**config.mk**
```make
export PLATFORM = sky130hd
export DESIGN_NAME = uart_byte_rx
export DESIGN_NICKNAME = d
export VERILOG_FILES = /design/src/rtl/uart_byte_rx.sv
export SDC_FILE = /design/constraint.sdc
export NUM_CORES = 1
export LEC_CHECK = 0
export ABC_AREA = 1
export CORE_MARGIN = 4
export CORE_UTILIZATION = 52
export DETAILED_ROUTE_END_ITERATION = 10
export PLACE_DENSITY = 0.87
export SYNTH_ARGS = -nofsm -noshare
export SYNTH_HDL_FRONTEND = slang
export SYNTH_SLANG_ARGS = --single-unit
```
**constraint.sdc**
```tcl
create_clock -name CLK -period 1.6 [get_ports CLK]
set_input_delay 0.32 -clock CLK [delete_from_list [all_inputs] [get_ports CLK]]
set_output_delay 0.32 -clock CLK [all_outputs]
set_load 0.02 [all_outputs]
```
**src/rtl/uart_byte_rx.sv**
```systemverilog
// uart_byte_rx: 8N1 UART receiver feeding the host command decoder.
// The serial line is synchronized and sampled at bit centres. Good bytes
// appear on DataOut with a one-cycle ByteRdy pulse. ByteCLK rises one
// cycle after DataOut settles, so the decoder sees stable data on both
// of its edges. A low stop bit raises FrameErr, and the receiver then
// waits for the line to go idle before looking for another start bit.
module uart_byte_rx #(
  parameter int CLKS_PER_BIT = 434,
  parameter int STRB_LEN     = 8
) (
  input  logic       CLK,
  input  logic       CLR,
  input  logic       RXD,
  output logic [7:0] DataOut,
  output logic       ByteRdy,
  output logic       ByteCLK,
  output logic       FrameErr,
  output logic       RxActive
);

  localparam int CNT_W  = $clog2(CLKS_PER_BIT + 1);
  localparam int STRB_W = $clog2(STRB_LEN + 1);

  localparam logic [CNT_W-1:0]  FULL_BIT  = CNT_W'(CLKS_PER_BIT);
  localparam logic [CNT_W-1:0]  HALF_BIT  = CNT_W'(CLKS_PER_BIT / 2);
  localparam logic [STRB_W-1:0] STRB_LAST = STRB_W'(STRB_LEN - 1);

  typedef enum logic [2:0] {
    S_IDLE,
    S_START,
    S_DATA,
    S_STOP,
    S_BREAK
  } state_t;

  logic              rx_p0;
  logic              rx_p1;
  logic              rxs;
  state_t            state;
  logic [CNT_W-1:0]  bit_cnt;
  logic [2:0]        bit_idx;
  logic [7:0]        shift_reg;
  logic              cnt_done;
  logic [STRB_W-1:0] strb_cnt;
  logic              strb_restart;

  // ---- stage p0/p1: two-flop synchronizer for the asynchronous line ----
  // Bring RXD into the CLK domain; resets to the idle (high) level.
  always_ff @(posedge CLK or posedge CLR) begin
    if (CLR) begin
      rx_p0 <= 1'b1;
      rx_p1 <= 1'b1;
    end else begin
      rx_p0 <= RXD;
      rx_p1 <= rx_p0;
    end
  end

  assign rxs      = rx_p1;
  // The bit timer counts down. It expires on the cycle it holds 1, so a
  // load of N places the sample exactly N cycles later.
  assign cnt_done = (bit_cnt == CNT_W'(1));

  // ---- frame FSM: start detect, bit-centre sampling, stop check ----
  // Receive one 8N1 frame per pass. All outputs of this block are registered.
  always_ff @(posedge CLK or posedge CLR) begin
    if (CLR) begin
      state     <= S_IDLE;
      bit_cnt   <= '0;
      bit_idx   <= '0;
      shift_reg <= '0;
      DataOut   <= '0;
      ByteRdy   <= 1'b0;
      FrameErr  <= 1'b0;
      RxActive  <= 1'b0;
    end else begin
      ByteRdy  <= 1'b0;
      FrameErr <= 1'b0;
      case (state)
        S_IDLE: begin
          if (!rxs) begin
            bit_cnt  <= HALF_BIT;
            state    <= S_START;
            RxActive <= 1'b1;
          end
        end
        S_START: begin
          if (cnt_done) begin
            if (rxs) begin
              // Line went back high before mid-bit: treat it as a glitch.
              bit_cnt  <= '0;
              RxActive <= 1'b0;
              state    <= S_IDLE;
            end else begin
              bit_cnt <= FULL_BIT;
              bit_idx <= '0;
              state   <= S_DATA;
            end
          end else begin
            bit_cnt <= bit_cnt - CNT_W'(1);
          end
        end
        S_DATA: begin
          if (cnt_done) begin
            shift_reg <= {rxs, shift_reg[7:1]};
            bit_idx   <= bit_idx + 3'd1;
            bit_cnt   <= FULL_BIT;
            if (bit_idx == 3'd7) begin
              state <= S_STOP;
            end
          end else begin
            bit_cnt <= bit_cnt - CNT_W'(1);
          end
        end
        S_STOP: begin
          if (cnt_done) begin
            bit_cnt  <= '0;
            RxActive <= 1'b0;
            if (rxs) begin
              // Return to IDLE at mid stop bit so a back-to-back start edge is caught.
              DataOut <= shift_reg;
              ByteRdy <= 1'b1;
              state   <= S_IDLE;
            end else begin
              FrameErr <= 1'b1;
              state    <= S_BREAK;
            end
          end else begin
            bit_cnt <= bit_cnt - CNT_W'(1);
          end
        end
        S_BREAK: begin
          // A held-low line must not be decoded as a stream of 0x00 bytes.
          if (rxs) begin
            state <= S_IDLE;
          end
        end
        default: begin
          state <= S_IDLE;
        end
      endcase
    end
  end

  // ---- strobe stage: ByteCLK follows ByteRdy by one cycle ----
  // Stretch each ByteRdy into a STRB_LEN-cycle ByteCLK high period. If a new
  // byte arrives mid-strobe, insert one low cycle before restarting.
  always_ff @(posedge CLK or posedge CLR) begin
    if (CLR) begin
      ByteCLK      <= 1'b0;
      strb_cnt     <= '0;
      strb_restart <= 1'b0;
    end else if (ByteRdy) begin
      if (ByteCLK) begin
        ByteCLK      <= 1'b0;
        strb_cnt     <= '0;
        strb_restart <= 1'b1;
      end else begin
        ByteCLK      <= 1'b1;
        strb_cnt     <= STRB_LAST;
        strb_restart <= 1'b0;
      end
    end else if (strb_restart) begin
      ByteCLK      <= 1'b1;
      strb_cnt     <= STRB_LAST;
      strb_restart <= 1'b0;
    end else if (ByteCLK) begin
      if (strb_cnt == '0) begin
        ByteCLK <= 1'b0;
      end else begin
        strb_cnt <= strb_cnt - STRB_W'(1);
      end
    end
  end

endmodule

```
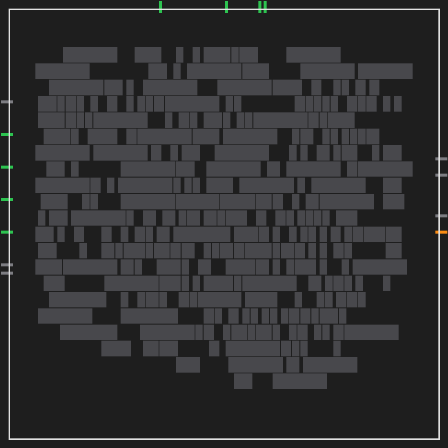
(ports around the boundary)
(6 px per um) Pins as bars across the die edge, other pins in gray.
color	port	pins	direction	edge
orange	CLR	1	input	right
green	DataOut	8	output	4 top, 4 left
all pins by edge	7 left, 4 right, 4 top

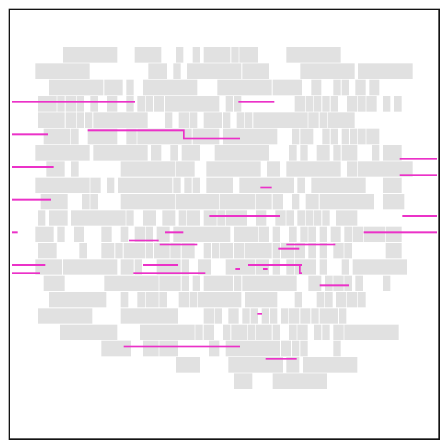
(signal wires on met3)
(6 px per um)
nets with wire on the layer	23
longest straight run	20.2 um
main direction	horizontal
wire length on this layer	205 um
share of all routed wire	4.9%

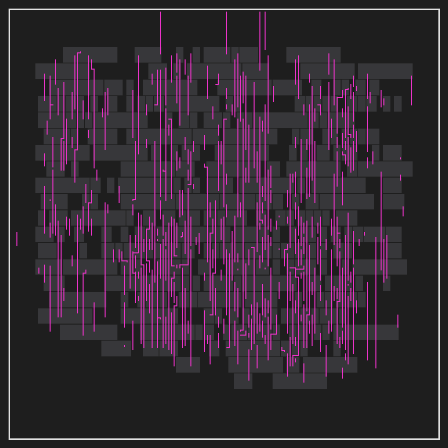
(M2 wires)
(6 px per um)
longest straight run	35.2 um
main direction	vertical
wire length on this layer	2,020 um
share of all routed wire	48%

==> results.yml <==
# generated from flow reports
run_status:
  status: "complete, but fails checks"
  violations: "setup timing"
final_layout:
  seq_cell_count: 42
  buf_share_pct: 8.084
  nets: 284
  fillers: 312
  nMultiInputCombCells: 167
  nClkBuffers: 6
  layout-drive-gt1-share_pct: 23.10
  layout.cells.non_filler: 325
  n_antenna_cell: 0
  largest_reg_flops: 9
  dominant-cell-class: "sequential cells"
  mostFrequentLayoutCell: "nand2_1"
  syn_to_final_growth_pct: 20.00
  seq_share_pct: 42.12
  inverters: 41
  regArea_um2: 1056
clock_tree:
  hold_buffers: 0
  cts.clk_slew.worst_paths_ns: 0.08
  post_cts_buffers: 0
  post_cts_resized: 4
  cts_htree_levels: 2
  clock_latency_ns: 0.30
  root_buffer: "clkbuf_8"
  numCtsBuffers: 5
  cts_tree: "built"
sta:
  post-route-period-util_pct: 100.8
  period_needed_ns: 1.613
  worst_pin_slew_ns: 0.4083
  relSlewSlack_pct: 72.68
  setup_ws_ns: -0.01253
  drv_slew: 0
  max_clock_freq_mhz: 620.1
  setup_violations: 1
  hold_slack_ns: 0.3438
  skew_ns: 0.006655
  hold_viol: 0
place:
  place_area_um2: 2307
  dp_slack_ns: -0.009301
  place.port_buffers: 14
  dpl.hpwl_um: 2940
drt:
  via_per_inst: 5.243
  postRouteAntennaNets: 0
  wl_met3_um: 204
  route.vias.total: 1704
  met1Wirelength_um: 1880
  wl_um: 4209
  drtIter0Drc: 97
  route.met2.wl_um: 2019
  post-route-drc-count: 0
grt:
  busiest_layer: "met2"
  globalRouteTotalUtil_pct: 17.83
  grt_pass1_wl_um: 7155
  overflow: 0
  antenna_found_initial: 0
  grt_max_degree: 31
  grt_pass1_vias: 1604
  grtUsageMet2_pct: 27.45
  met1_usage_pct: 23.62
setup_path:
  cp_cell_sequence: "inv_2 -> ha_4 -> inv_2 -> nor2_2 -> nand2_2 -> o21ai_1 -> nand2_1 -> o21bai_1 -> nand2_1"
  worstPathArrival_ns: 1.79
  cpPeakStageDelay_ns: 0.40
  rr_startpoint: "bit_cnt[1]"
  crit_fanout: 3
  cpMaxStageDelayCell: "dfrtp_1"
  regToRegSetupSlack_ns: -0.01
  worst-path-stages: 9
  critical_path_class: "reg -> reg"
  path_buffers: 2
  critical_path_required_ns: 1.78
  critPathLaunchType: "flop"
  path_delay_family: "simple AND/OR/NAND/NOR gates"
  crit_end: "state[1]"
  reg2regPathDepth: 9
  startpoint: "bit_cnt[1]"
power:
  pg_comb_mw: 0.0374
  power_mw: 1.768
  power.leakage_nw: 1.307
  powerDensity_nw_per_um2: 705.0
  top_power_group: "registers"
  pg_seq_mw: 1.07
  p_switching_mw: 0.3858
  p_clk_mw: 0.664
  p_sw_share_pct: 21.83
  p_int_mw: 1.382
  seqPwrFrac_pct: 60.3
  comb_power_share_pct: 2.1
synth:
  synth_nets: 260
  muxShareOfSynthArea_pct: 0
  ys_async_sr_fraction_pct: 100.0
  ys_sh_xor_pct: 0.4192
  ys_top_cells_by_count: "nand2_1 (65), dfrtp_1 (40), inv_1 (31), nor2_1 (22), nand3_1 (12)"
  syn_area_um2: 2090
  topCellsByArea: "dfrtp_1 (48%), nand2_1 (12%), inv_1 (5.6%)"
  avgSynthCellArea_um2: 8.292
  edf_count: 0
  aoi_share_pct: 12.46
  topCombFamilyByArea: "simple AND/OR/NAND/NOR gates"
  simple_gate_share_pct: 25.75
  synth_top_area_share_pct: 47.90
  yosysWarnings: 0
  top_area_cell: "dfrtp_1"
  synth_cell_types: 30
  synth_adder_area_share_pct: 2.994
  flop_cell: "dfrtp_1"
  yosysMostFrequentCell: "nand2_1"
  ys_ff: 42
  syn_inst: 252
  yosys_cells: 252
floorplanning:
  coreArea_um2: 3771
  die_y_um: 71.39
  fp_util_pct: 55.41
  die_w_um: 71.39
  dieArea_um2: 5097
  boundaryPins: 15
  num_rows: 22
run:
  drv_cap: 0
worst_hold_path:
  holdCritPathClass: "in -> async"
No activity file was given, so power comes from the tool's default toggle rates.
